## src/rtl/uart_pkg.sv

```systemverilog
// Shared UART types and helpers for the serial comm block set.
// Holds the receiver state encoding, parity mode codes and frame length helper.
package uart_pkg;

    typedef enum logic [2:0] {
        ST_IDLE   = 3'd0,
        ST_START  = 3'd1,
        ST_DATA   = 3'd2,
        ST_PARITY = 3'd3,
        ST_STOP   = 3'd4,
        ST_BREAK  = 3'd5
    } uart_rx_state_t;

    localparam int UART_PAR_NONE = 0;
    localparam int UART_PAR_ODD  = 1;
    localparam int UART_PAR_EVEN = 2;

    // Total bits on the line for one frame, start bit included.
    function automatic int uart_frame_bits(input int data_bits, input int parity, input int stop_bits);
        return 1 + data_bits + ((parity != UART_PAR_NONE) ? 1 : 0) + stop_bits;
    endfunction

endpackage

```

## src/rtl/uart_sync.sv

```systemverilog
// N-flop synchroniser for asynchronous inputs; latency P_STAGES cycles.
// Reset value selectable so idle-high lines do not see a false edge out of reset.
module uart_sync #(
    parameter int P_STAGES  = 2,
    parameter bit P_RST_VAL = 1'b1
) (
    input  logic i_clk,
    input  logic i_rst,
    input  logic i_d,
    output logic o_q
);

    logic [P_STAGES-1:0] r_sync;

    always_ff @(posedge i_clk or posedge i_rst) begin
        if (i_rst) begin
            r_sync <= {P_STAGES{P_RST_VAL}};
        end else begin
            r_sync <= {r_sync[P_STAGES-2:0], i_d};
        end
    end

    assign o_q = r_sync[P_STAGES-1];

endmodule

```

## src/rtl/uart_rx_os.sv

```systemverilog
// Majority-voted UART receiver; parity hardware only when UART_RX_PARITY_EN is defined.
// o_valid rises t0+H+(N_BITS-1)*P_CLK_DIV+2; word held until i_ready, newer frames dropped with o_overrun.
module uart_rx_os
    import uart_pkg::*;
#(
    parameter int P_CLK_DIV     = 104,
    parameter int P_DATA_BITS   = 8,
    parameter int P_STOP_BITS   = 1,
    parameter int P_PARITY      = 2,
    parameter int P_SYNC_STAGES = 2
) (
    input  logic                   i_clk,
    input  logic                   i_rst,
    input  logic                   i_rx,
    output logic [P_DATA_BITS-1:0] o_data,
    output logic                   o_valid,
    input  logic                   i_ready,
    output logic                   o_parity_err,
    output logic                   o_frame_err,
    output logic                   o_overrun,
    output logic                   o_busy
);

`ifdef UART_RX_PARITY_EN
    localparam bit L_PAR_EN   = (P_PARITY != UART_PAR_NONE);
    localparam int L_PAR_MODE = P_PARITY;
`else
    localparam bit L_PAR_EN   = 1'b0;
    localparam int L_PAR_MODE = UART_PAR_NONE;
`endif

    localparam int L_CW     = $clog2(P_CLK_DIV);
    localparam int L_BW     = $clog2(P_DATA_BITS + 1);
    localparam int L_N_BITS = uart_frame_bits(P_DATA_BITS, L_PAR_MODE, P_STOP_BITS);

    localparam logic [L_CW-1:0] L_HALF      = L_CW'((P_CLK_DIV - 1) / 2);
    localparam logic [L_CW-1:0] L_LAST      = L_CW'(P_CLK_DIV - 1);
    localparam logic [L_CW-1:0] L_ONE       = L_CW'(1);
    localparam logic [L_BW-1:0] L_DATA_LAST = L_BW'(P_DATA_BITS - 1);
    localparam logic [L_BW-1:0] L_STOP_LAST = L_BW'(P_STOP_BITS - 1);

    generate
        if (P_CLK_DIV < 8 || P_CLK_DIV > 65535 || P_DATA_BITS < 5 || P_DATA_BITS > 9 ||
            P_STOP_BITS < 1 || P_STOP_BITS > 2 || P_PARITY < 0 || P_PARITY > 2 ||
            P_SYNC_STAGES < 2 || L_N_BITS > 13) begin : g_bad_param
            $error("uart_rx_os: parameter out of range");
        end
    endgenerate

    uart_rx_state_t r_state, w_state_nxt;

    logic                   w_rxs;
    logic [L_CW-1:0]        r_clk_cnt, w_clk_nxt, w_clk_inc;
    logic [L_BW-1:0]        r_bit_cnt, w_bit_nxt;
    logic                   r_armed, w_armed_nxt;
    logic [1:0]             r_hist;
    logic [P_DATA_BITS-1:0] r_shift;
    logic                   r_ferr, w_ferr_nxt;
    logic                   w_shift_en, w_par_ld, w_deliver;
    logic                   w_vote, w_resolve, w_accept, w_load;

    logic [P_DATA_BITS-1:0] r_data;
    logic                   r_valid, r_ferr_out, r_overrun;

    uart_sync #(
        .P_STAGES  (P_SYNC_STAGES),
        .P_RST_VAL (1'b1)
    ) u_sync (
        .i_clk (i_clk),
        .i_rst (i_rst),
        .i_d   (i_rx),
        .o_q   (w_rxs)
    );

    // r_hist holds rxs at centre-1 and centre when a bit resolves at centre+1.
    assign w_vote    = (r_hist[1] & r_hist[0]) | (r_hist[1] & w_rxs) | (r_hist[0] & w_rxs);
    assign w_resolve = r_armed && (r_clk_cnt == L_ONE);
    assign w_clk_inc = (r_clk_cnt == L_LAST) ? '0 : r_clk_cnt + L_ONE;
    assign w_accept  = r_valid && i_ready;
    assign w_load    = w_deliver && (!r_valid || w_accept);

    always_ff @(posedge i_clk or posedge i_rst) begin
        if (i_rst) begin
            r_state <= ST_IDLE;
        end else begin
            r_state <= w_state_nxt;
        end
    end

    always_comb begin
        w_state_nxt = r_state;
        w_clk_nxt   = w_clk_inc;
        w_bit_nxt   = r_bit_cnt;
        w_armed_nxt = r_armed;
        w_ferr_nxt  = r_ferr;
        w_shift_en  = 1'b0;
        w_par_ld    = 1'b0;
        w_deliver   = 1'b0;

        // clk_cnt is 0 at each bit centre; arm one cycle before so the start centre never resolves.
        if ((r_state == ST_DATA || r_state == ST_PARITY || r_state == ST_STOP) && r_clk_cnt == L_LAST) begin
            w_armed_nxt = 1'b1;
        end
        if (w_resolve) begin
            w_armed_nxt = 1'b0;
        end

        case (r_state)
            ST_IDLE: begin
                w_clk_nxt   = '0;
                w_bit_nxt   = '0;
                w_armed_nxt = 1'b0;
                w_ferr_nxt  = 1'b0;
                if (!w_rxs) begin
                    w_state_nxt = ST_START;
                    w_clk_nxt   = L_ONE;
                end
            end
            ST_START: begin
                if (r_clk_cnt == L_HALF) begin
                    if (w_rxs) begin
                        w_state_nxt = ST_IDLE;
                        w_clk_nxt   = '0;
                    end else begin
                        w_state_nxt = ST_DATA;
                        w_clk_nxt   = L_ONE;
                    end
                end
            end
            ST_DATA: begin
                if (w_resolve) begin
                    w_shift_en = 1'b1;
                    if (r_bit_cnt == L_DATA_LAST) begin
                        w_bit_nxt   = '0;
                        w_state_nxt = L_PAR_EN ? ST_PARITY : ST_STOP;
                    end else begin
                        w_bit_nxt = r_bit_cnt + L_BW'(1);
                    end
                end
            end
`ifdef UART_RX_PARITY_EN
            ST_PARITY: begin
                if (w_resolve) begin
                    w_par_ld    = 1'b1;
                    w_state_nxt = ST_STOP;
                end
            end
`endif
            ST_STOP: begin
                if (w_resolve) begin
                    if (!w_vote) begin
                        w_ferr_nxt = 1'b1;
                    end
                    if (r_bit_cnt == L_STOP_LAST) begin
                        w_deliver   = 1'b1;
                        w_clk_nxt   = '0;
                        w_bit_nxt   = '0;
                        w_state_nxt = (r_ferr || !w_vote) ? ST_BREAK : ST_IDLE;
                    end else begin
                        w_bit_nxt = r_bit_cnt + L_BW'(1);
                    end
                end
            end
            ST_BREAK: begin
                w_clk_nxt = '0;
                w_bit_nxt = '0;
                if (w_rxs) begin
                    w_state_nxt = ST_IDLE;
                end
            end
            default: begin
                w_state_nxt = ST_IDLE;
                w_clk_nxt   = '0;
                w_bit_nxt   = '0;
            end
        endcase
    end

    always_ff @(posedge i_clk or posedge i_rst) begin
        if (i_rst) begin
            r_clk_cnt  <= '0;
            r_bit_cnt  <= '0;
            r_armed    <= 1'b0;
            r_hist     <= 2'b11;
            r_shift    <= '0;
            r_ferr     <= 1'b0;
            r_data     <= '0;
            r_valid    <= 1'b0;
            r_ferr_out <= 1'b0;
            r_overrun  <= 1'b0;
        end else begin
            r_clk_cnt <= w_clk_nxt;
            r_bit_cnt <= w_bit_nxt;
            r_armed   <= w_armed_nxt;
            r_hist    <= {r_hist[0], w_rxs};
            r_ferr    <= w_ferr_nxt;
            if (w_shift_en) begin
                r_shift <= {w_vote, r_shift[P_DATA_BITS-1:1]};
            end
            r_overrun <= w_deliver && r_valid && !w_accept;
            // An accept in the delivery cycle frees the slot, so the new word loads without overrun.
            if (w_load) begin
                r_data     <= r_shift;
                r_valid    <= 1'b1;
                r_ferr_out <= w_ferr_nxt;
            end else if (w_accept) begin
                r_valid    <= 1'b0;
                r_ferr_out <= 1'b0;
            end
        end
    end

`ifdef UART_RX_PARITY_EN
    logic r_perr, r_perr_out;

    always_ff @(posedge i_clk or posedge i_rst) begin
        if (i_rst) begin
            r_perr     <= 1'b0;
            r_perr_out <= 1'b0;
        end else begin
            if (r_state == ST_IDLE) begin
                r_perr <= 1'b0;
            end else if (w_par_ld) begin
                r_perr <= (^r_shift) ^ w_vote ^ (L_PAR_MODE == UART_PAR_ODD);
            end
            if (w_load) begin
                r_perr_out <= r_perr;
            end else if (w_accept) begin
                r_perr_out <= 1'b0;
            end
        end
    end

    assign o_parity_err = r_perr_out;
`else
    assign o_parity_err = 1'b0;
`endif

    assign o_data      = r_data;
    assign o_valid     = r_valid;
    assign o_frame_err = r_ferr_out;
    assign o_overrun   = r_overrun;
    assign o_busy      = (r_state != ST_IDLE);

endmodule

```

## config.mk

```make
export PLATFORM = sky130hd
export DESIGN_NAME = uart_rx_os
export DESIGN_NICKNAME = d
export VERILOG_FILES = /design/src/rtl/uart_pkg.sv /design/src/rtl/uart_sync.sv /design/src/rtl/uart_rx_os.sv
export SDC_FILE = /design/constraint.sdc
export NUM_CORES = 1
export LEC_CHECK = 0
export CORE_MARGIN = 5
export CORE_UTILIZATION = 40
export CTS_CLUSTER_DIAMETER = 150
export DETAILED_ROUTE_END_ITERATION = 10
export PLACE_DENSITY = 0.57
export SETUP_SLACK_MARGIN = 0.02
export SYNTH_ARGS = -nofsm -noshare
export SYNTH_HDL_FRONTEND = slang
export SYNTH_HIERARCHICAL = 1
export SYNTH_SLANG_ARGS = --single-unit
export TNS_END_PERCENT = 30
```

## constraint.sdc

```tcl
create_clock -name i_clk -period 2.1 [get_ports i_clk]
set_input_delay 0.21 -clock i_clk [delete_from_list [all_inputs] [get_ports i_clk]]
set_output_delay 0.21 -clock i_clk [all_outputs]
set_load 0.05 [all_outputs]
```

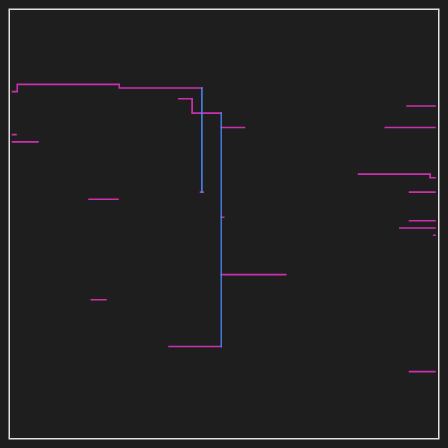
**Above:** run 1 (signal wires by layer).
Two of the layers only.
layer	color	wire length
met4	blue	63.9 µm
met3	magenta	141 µm

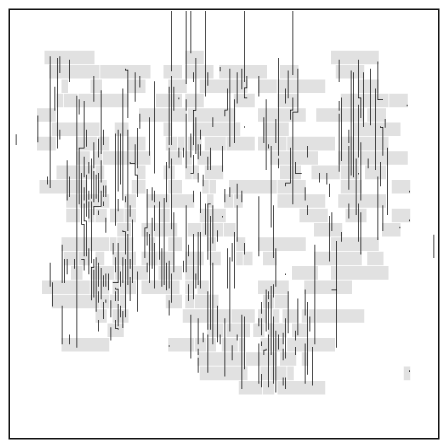
**Above:** run 1 (the metal 2 layer).
Cells faint in the background.
share of all routed wire	47%
longest straight run	47.6 µm
main direction	vertical
nets with wire on the layer	180
Detailed Route WL: 3.87 mm
total number of vias: 1384
met2 Usage GRT: 0.210

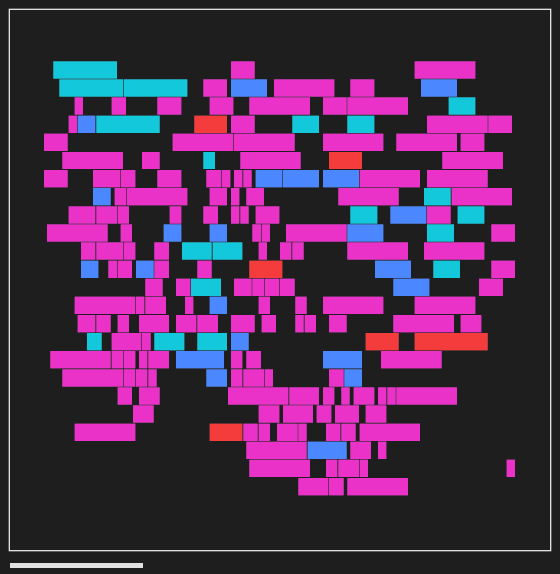
**Above:** run 1 (cells by drive strength).
Bar = 20 µm.
size	color	cells
drive 2	cyan	19
drive 3 to 4	blue	22
drive 1 or less	magenta	153
drive 6 and up	red	6

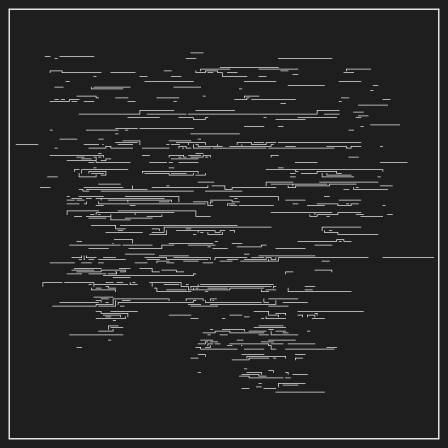
**Above:** run 1 (signal wires on met1).
nets with wire on the layer	188
wire length on this layer	1850 µm
longest straight run	24.4 µm
main direction	horizontal
grt met1 use: 0.178

==> GITHUB_STEP_SUMMARY, run 1 <==
### Yosys + OpenROAD results

| Metric | Value |
|---|---|
| Status | completed |
| Logic share of the area | 0.400 |
| Max FO, Critical Path | 8 |
| WL/cell | 14.5 µm |
| DRC errors left | 0 |
| Flop count | 39 |
| Detail Route Antenna Nets | 0 |
| Final period utilization | 0.941 |
| Largest net degree at the start of global routing | 38 |
| Count leader, synth | dfrtp_1 |
| Die Area | approximately 0.0066 mm² |
| Setup Fix Bufs, Post-CTS | 0 |
| First-pass GRT wire length | approximately 6.8 mm |
| Met3 usage | 0.0344 |
| Net Sw Power | about 900 µW |
| Vias in the first global route | 1400 |
| Reg2reg end | r_shift[3] |
| Fin Setup TNS | 0 ps |
| R2r startpoint | r_clk_cnt[1] |
| CP startpoint | r_clk_cnt[1] |
| Yosys chip area | 0.00202 mm² |
| Critical path capture point type | flop |
| Synth logic family | simple AND/OR/NAND/NOR gates |
| Syn Nets | between 150 and 200 |
| Register share of the cell area | 0.409 |
| Area leader share | 0.433 |
| Overflow after GRT | 0 |
| Setup ws final | 125 ps |
| Layout cell share with drive strength beyond 1 | 0.235 |
| RSZ-0062 raised after global routing | true |
| Site row count | 25 |
| Setup violators final | 0 |
| Placed inst area | between 0.002 and 0.0025 mm² |
| Top cell category | registers |
| Core area | a little under 0.005 mm² |
| Logic pwr share | 0.374 |
| Final Max Slew Viols | 0 |
| Net Sw Frac | 0.364 |
| Max H-tree Level | 2 |
| FA/HA/MAJ Cells, Area Fraction | 0.0409 |
| Initial antenna violation count | 0 |
| Post-synthesis area per instance | 11.7 µm² |
| Most Used Layer, Global Route | met2 |
| Critical-path cell list | inv_1, ha_1, and4bb_4, nand2_1, or2_1, mux2_4 |
| Crit path DRT | about 2300 ps |
| Final min period | 1980 ps |
| Drt first pass iters | 4 |
| # clock sinks | 39 |
| Yosys warning tally | 6 |
| DRT met1 WL | between 1.5 and 2 mm |
| Die Ht | between 80 and 90 µm |
| Skew final | ~8 ps |
| End point of the critical path | r_shift[3] |
| Die width | ~81 µm |
[run 1: layout by cell type (no fill, tap or decap), types with 2 or more instances in the layout]
cell	instances
nor3_1	3
buf_4	9
nor3b_2	3
and3_1	2
inv_1	12
xor2_1	4
o211ai_1	3
mux2_2	8
a21oi_1	7
nor4_1	3
clkdlybuf4s50_1	14
xnor2_1	2
nor2_1	6
nand2_1	7
ha_1	5
maj3_1	2
nor2b_1	2
and2_1	3
nand2b_1	6
nand3_1	5
o21ai_0	6
nand4_1	3
dfstp_2	4
mux2_4	8
dfrtp_1	35
mux2_1	2
clkbuf_8	5
[run 1: critical path: cells and delay by family, from the launching register on]
family | cells | cell delay (ps)
adders and majority gates | 1 | 140
buffers and inverters | 1 | 70
muxes | 1 | 380
and+or+nand+nor | 3 | 840
DFF | 1 | 430
[run 1: worst min path at each step]
stage | endpoint | cells after the start | slack, ps
after floorplan | u_sync/r_sync[0] | 1 | 120
after global placement | u_sync/r_sync[1] | 0 | 350
after detailed placement | u_sync/r_sync[1] | 0 | 350
after CTS | u_sync/r_sync[0] | 2 | 250
after global routing | u_sync/r_sync[0] | 2 | 260
final | u_sync/r_sync[1] | 2 | 260
[run 1: kinds of logic (layout without fill, tap and decap cells)]
kind of cell / count (synthesis) / in the layout
flops: 39 / 39
mux: 19 / 19
xor+xnor: 6 / 6
fa+ha+maj: 7 / 7
other cells: 1 / 1
simple gates: 52 / 52
compound gates: 32 / 32
buf+inv: 17 / 44
[run 1: power groups by stage]
stage                     Sequential, µW  Clock, µW  Combinational (µW)
after floorplan                      901          0                 663
after global placement               937          0                 923
after detailed placement             938          0                 938
after CTS                            924        647                 930
after global routing                 939        677                1020
final                                926        621                 926
## Run 2: what changed since run 1
--- a/config.mk
+++ b/config.mk
@@ -5,11 +5,11 @@
 export SDC_FILE = /design/constraint.sdc
 export NUM_CORES = 1
 export LEC_CHECK = 0
-export CORE_MARGIN = 5
-export CORE_UTILIZATION = 40
+export CORE_MARGIN = 2
+export CORE_UTILIZATION = 51
 export CTS_CLUSTER_DIAMETER = 150
 export DETAILED_ROUTE_END_ITERATION = 10
-export PLACE_DENSITY = 0.57
+export PLACE_DENSITY = 0.7
 export SETUP_SLACK_MARGIN = 0.02
 export SYNTH_ARGS = -nofsm -noshare
 export SYNTH_HDL_FRONTEND = slang
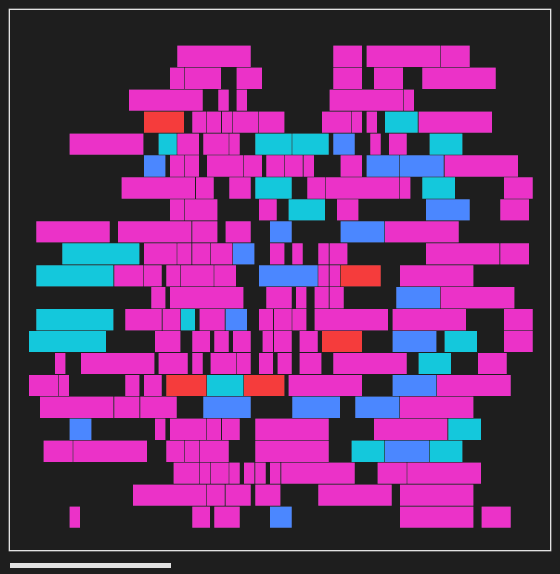
**Above:** run 2 (cells by drive strength).
Bar = 20 µm.
Non-CTS buffers: 19
setup ws final: 120 ps
P&R area growth vs syn: 14.4%

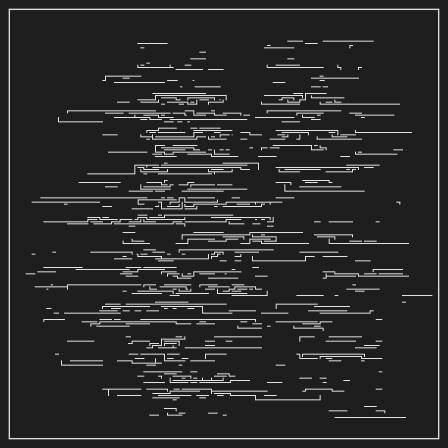
**Above:** run 2 (signal wires on met1).
nets with wire on the layer	183
longest straight run	17.9 µm
main direction	horizontal
share of all routed wire	45%
wire length on this layer	1700 µm
total number of vias: 1379
Detailed Route WL: 3.74 mm
grt met1 use: 0.244

==> GITHUB_STEP_SUMMARY, run 2 <==
### Yosys + OpenROAD results

| Metric | Value |
|---|---|
| Setup violators final | 0 (unchanged) |
| Max H-tree Level | 2 (unchanged) |
| RSZ-0062 raised after global routing | false |
| Status | completed |
| Largest net degree at the start of global routing | 38 (unchanged) |
| Final min period | 1980 ps (+4.34 ps) |
| Post-synthesis area per instance | 11.7 µm² (unchanged) |
| Drt first pass iters | 4 (unchanged) |
| Initial antenna violation count | 0 (unchanged) |
| Path type of the worst setup path | reg -> reg |
| Skew final | 11.4 ps (+3.46 ps) |
| Overflow after GRT | 0 (unchanged) |
| Final Max Slew Viols | 0 (unchanged) |
| Detail Route Antenna Nets | 0 (unchanged) |
| Crit path DRT | 2280 ps (about the same) |
| Die Ht | 66.9 µm (-17%) |
| Fin Setup TNS | 0 ps (unchanged) |
| Reg2reg end | r_shift[6] |
| Die width | 66.9 µm (-17%) |
| Most common logic cells in the final layout | 35 x dfrtp_1, 14 x clkdlybuf4s50_1, 12 x inv_1 |
| Hold Buf Count CTS | 0 |
| Area leader share | 0.433 (unchanged) |
| WL/cell | 15.4 µm (+6.4%) |
| Worst path bufs/invs | 1 (unchanged) |
| Critical path capture point type | flop |
| Vias in the first global route | 1485 (+6.1%) |
| Setup Fix Bufs, Post-CTS | 0 (unchanged) |
| Max FO, Critical Path | 8 (unchanged) |
| Yosys warning tally | 6 (unchanged) |
| Commonest Layout Cell | dfrtp_1 |
| Worst reg2reg setup slack | ~120 ps |
| DRC errors left | 0 (unchanged) |
| Site row count | 22 (-12%) |
| Final period utilization | 0.943 (+0.00207) |
| Critical-path cell list | inv_1, ha_1, and4bb_4, nand2_1, or2_1, mux2_4 |
| R2r startpoint | r_clk_cnt[1] |
| # clock sinks | 39 (unchanged) |
| Die Area | 0.00448 mm² (-32%) |
| Core area | 0.00374 mm² (-22%) |
| Syn Nets | 182 (unchanged) |
| First-pass GRT wire length | 6.69 mm (-0.92%) |
| Count leader, synth | dfrtp_1 |
| CP top delay family | simple AND/OR/NAND/NOR gates |
-- run 2: cell counts after synthesis --
Identical to the previous run, type by type.
-- run 2: power breakdown --
part | leakage (µW) | switching (µW) | internal [µW]
Combinational | 0.000476 | 479 | 336
Sequential | 0.000524 | 147 | 814
Clock | 0.0000402 | 267 | 231
Total | 0.00104 | 893 | 1380
-- run 2: worst max-delay path by stage --
stage,from,endpoint,slack (ps),depth (start not counted)
after floorplan,r_bit_cnt[0],r_state[1],360,6
after global placement,r_clk_cnt[1],r_shift[1],160,6
after detailed placement,r_clk_cnt[1],r_shift[6],140,6
after CTS,r_clk_cnt[1],r_shift[6],120,6
after global routing,r_clk_cnt[1],r_shift[5],40,6
final,r_clk_cnt[1],r_shift[6],120,6
-- run 2: cells by family (layout without fill, tap and decap cells) --
group                    count (synthesis)  count (layout)  share of synthesized area
XOR/XNOR                                 6               6                     0.0260
adder cells (fa/ha/maj)                  7               7                     0.0409
buffers and inverters                   17              39                     0.0402
other                                    1               1                    0.00186
AND/OR/NAND/NOR                         52              52                      0.169
AND-OR/OR-AND                           32              32                      0.116
flip-flops                              39              39                      0.485
multiplexers                            19              19                      0.120
-- run 2: layer usage --
layer,track usage,part of all wire,vias to the layer above
li1,-,-,666
met1,0.244,0.45,688
met2,0.338,0.51,21
met3,0.0389,0.023,4
met4,0.112,0.017,0
met5,0,0,-
-- run 2: per-stage QoR --
stage,cell area [µm²],total power (µW)
final,2310,2270
after global routing,2310,2420
after CTS,2310,2280
after detailed placement,2220,1780
after global placement,2220,1750
after floorplan,2020,1560
-- run 2: layout make-up --
type,count,area share
Inverter,12,0.0195
Clock inverter,3,0.00866
Tap cell,48,0.0260
Clock buffer,5,0.0298
Sequential cell,39,0.424
Timing Repair Buffer,19,0.0769
Multi-Input combinational cell,117,0.415
## Run 3: what changed since run 2
--- a/config.mk
+++ b/config.mk
@@ -15,4 +15,4 @@
 export SYNTH_HDL_FRONTEND = slang
 export SYNTH_HIERARCHICAL = 1
 export SYNTH_SLANG_ARGS = --single-unit
-export TNS_END_PERCENT = 30
+export TNS_END_PERCENT = 100
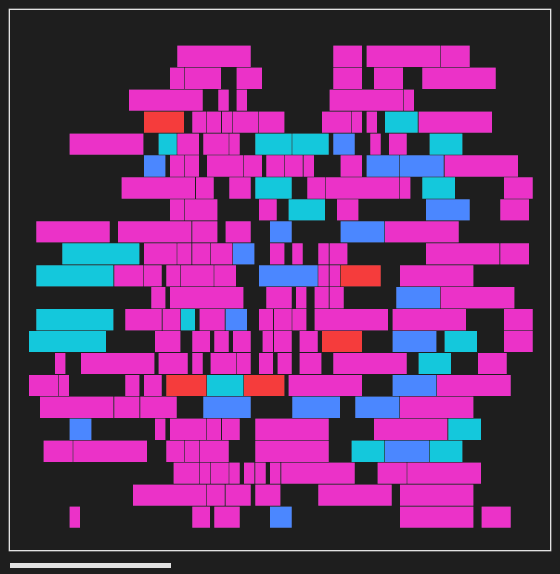
**Above:** run 3 (cells by drive strength).
Bar = 20 µm.
size	color	cells
drive 2	cyan	19
drive 3 to 4	blue	19
drive 6 and up	red	5
drive 1 or less	magenta	152

==> GITHUB_STEP_SUMMARY, run 3 <==
### Yosys + OpenROAD results

| Metric | Value |
|---|---|
| Status | completed |
| WL met3 | 86 µm (unchanged) |
| Path type of the worst setup path | reg -> reg |
| Met2 routed WL | 1.90 mm (unchanged) |
| Total number of vias | 1379 (unchanged) |
| Die Ht | 66.9 µm (unchanged) |
| Fin Setup TNS | 0 ps (unchanged) |
| DRT met1 WL | 1.70 mm (unchanged) |
| Most common logic cells in the final layout | 35 x dfrtp_1, 14 x clkdlybuf4s50_1, 12 x inv_1 |
| Setup violators final | 0 (unchanged) |
| Drt first pass iters | 4 (unchanged) |
| Die Area | 0.00448 mm² (unchanged) |
| P&R area growth vs syn | 14.4% (unchanged) |
| Register area | 981 µm² |
| Detailed Route WL | 3.74 mm (unchanged) |
| Met3 usage | 0.0389 (unchanged) |
| Yosys warning tally | 6 (unchanged) |
| Worst reg2reg setup slack | 120 ps (about the same) |
| CTS tree | done |
| Hold Buf Count CTS | 0 (unchanged) |
| Post-route cell area | 0.00231 mm² (unchanged) |
| Site row count | 22 (unchanged) |
| Final period utilization | 0.943 (unchanged) |
| Final Max Slew Viols | 0 (unchanged) |
| Syn Nets | 182 (unchanged) |
| Max FO, Critical Path | 8 (unchanged) |
| Placed inst area | 0.00222 mm² (unchanged) |
| WL/cell | 15.4 µm (unchanged) |
| CP top delay family | simple AND/OR/NAND/NOR gates |
| Commonest Layout Cell | dfrtp_1 |
| Detail Route Antenna Nets | 0 (unchanged) |
| Crit path DRT | 2280 ps (about the same) |
| Critical path capture point type | flop |
| DRC errors left | 0 (unchanged) |
| R2r startpoint | r_clk_cnt[1] |
| # port buffers | 15 |
| RSZ-0062 raised after global routing | false |
| Grt met1 use | 0.244 (unchanged) |
| Clk buf depth | 2 |
| Most Used Layer, Global Route | met2 |
| Die width | 66.9 µm (unchanged) |
| Initial antenna violation count | 0 (unchanged) |
| Reg2reg end | r_shift[6] |
| Setup Fix Bufs, Post-CTS | 0 (unchanged) |
| Top Layer Used | met4 |
| # clock sinks | 39 (unchanged) |
| Largest net degree at the start of global routing | 38 (unchanged) |
| First-pass GRT wire length | 6.69 mm (unchanged) |
| Skew final | 11.4 ps (unchanged) |
| Post-synthesis area per instance | 11.7 µm² (unchanged) |
| Vias in the first global route | 1485 (unchanged) |
| Final min period | 1980 ps (unchanged) |
| Critical-path cell list | inv_1, ha_1, and4bb_4, nand2_1, or2_1, mux2_4 |
| Core area | 0.00374 mm² (unchanged) |
| Worst path bufs/invs | 1 (unchanged) |
| Area leader share | 0.433 (unchanged) |
| Mean number of vias per cell | ~5.7 |
| Count leader, synth | dfrtp_1 |
| Overflow after GRT | 0 (unchanged) |
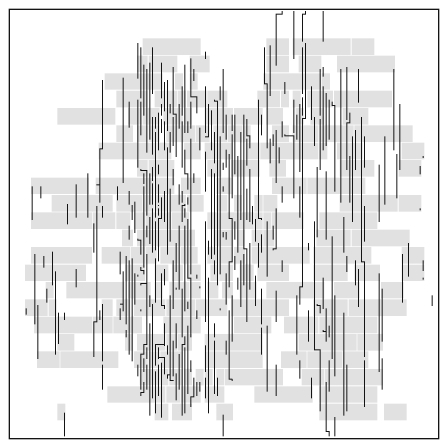
**Above:** run 3 (the metal 2 layer).
Cells faint in the background.
met2 Usage GRT: 0.338

==> run 3: cell counts in the layout (fill, tap and decap cells not counted) <==
No cell type changed its count.
==> run 3: through the flow <==
| stage | utilization | instances | hold slack [ps] | setup slack, ps | total power, µW |
|---|---|---|---|---|---|
| after global routing | 0.617 | 243 | 285 | 36.5 | 2420 |
| after detailed placement | 0.594 | 235 | 347 | 145 | 1780 |
| final | 0.617 | 243 | 249 | 120 | 2270 |
| after global placement | 0.594 | 235 | 350 | 164 | 1750 |
| after CTS | 0.617 | 243 | 250 | 123 | 2280 |
| after floorplan | - | 173 | 122 | 361 | 1560 |
==> run 3: how the worst max path moves through the flow <==
stage | start | end | slack [ps] | depth (start not counted)
finish | r_clk_cnt[1] | r_shift[6] | 120 | 6
detailed placement | r_clk_cnt[1] | r_shift[6] | 140 | 6
global placement | r_clk_cnt[1] | r_shift[1] | 160 | 6
global route | r_clk_cnt[1] | r_shift[5] | 40 | 6
CTS | r_clk_cnt[1] | r_shift[6] | 120 | 6
floorplan | r_bit_cnt[0] | r_state[1] | 360 | 6
==> run 3: cell type report <==
class                      instances  area share
timing repair buffer              19      0.0769
multi-input combinational        117       0.415
clock buffer                       5      0.0298
clock inverter                     3     0.00866
tap                               48      0.0260
sequential                        39       0.424
inverter                          12      0.0195
==> run 3: report_power, final <==
group	internal [µW]	total (µW)	switching, µW
clock	231	498	267
combinational	336	815	479
sequential	814	961	147
==> run 3: cells by family (layout without fill, tap and decap cells) <==
kind of cell             after synthesis  in the layout  synth area share
other                                  1              1           0.00186
XOR/XNOR                               6              6            0.0260
multiplexers                          19             19             0.120
AND/OR/NAND/NOR                       52             52             0.169
flip-flops                            39             39             0.485
buffers and inverters                 17             39            0.0402
adder cells (fa/ha/maj)                7              7            0.0409
AND-OR/OR-AND                         32             32             0.116
Power figures rest on the tool's default switching activity, not on a simulated workload.
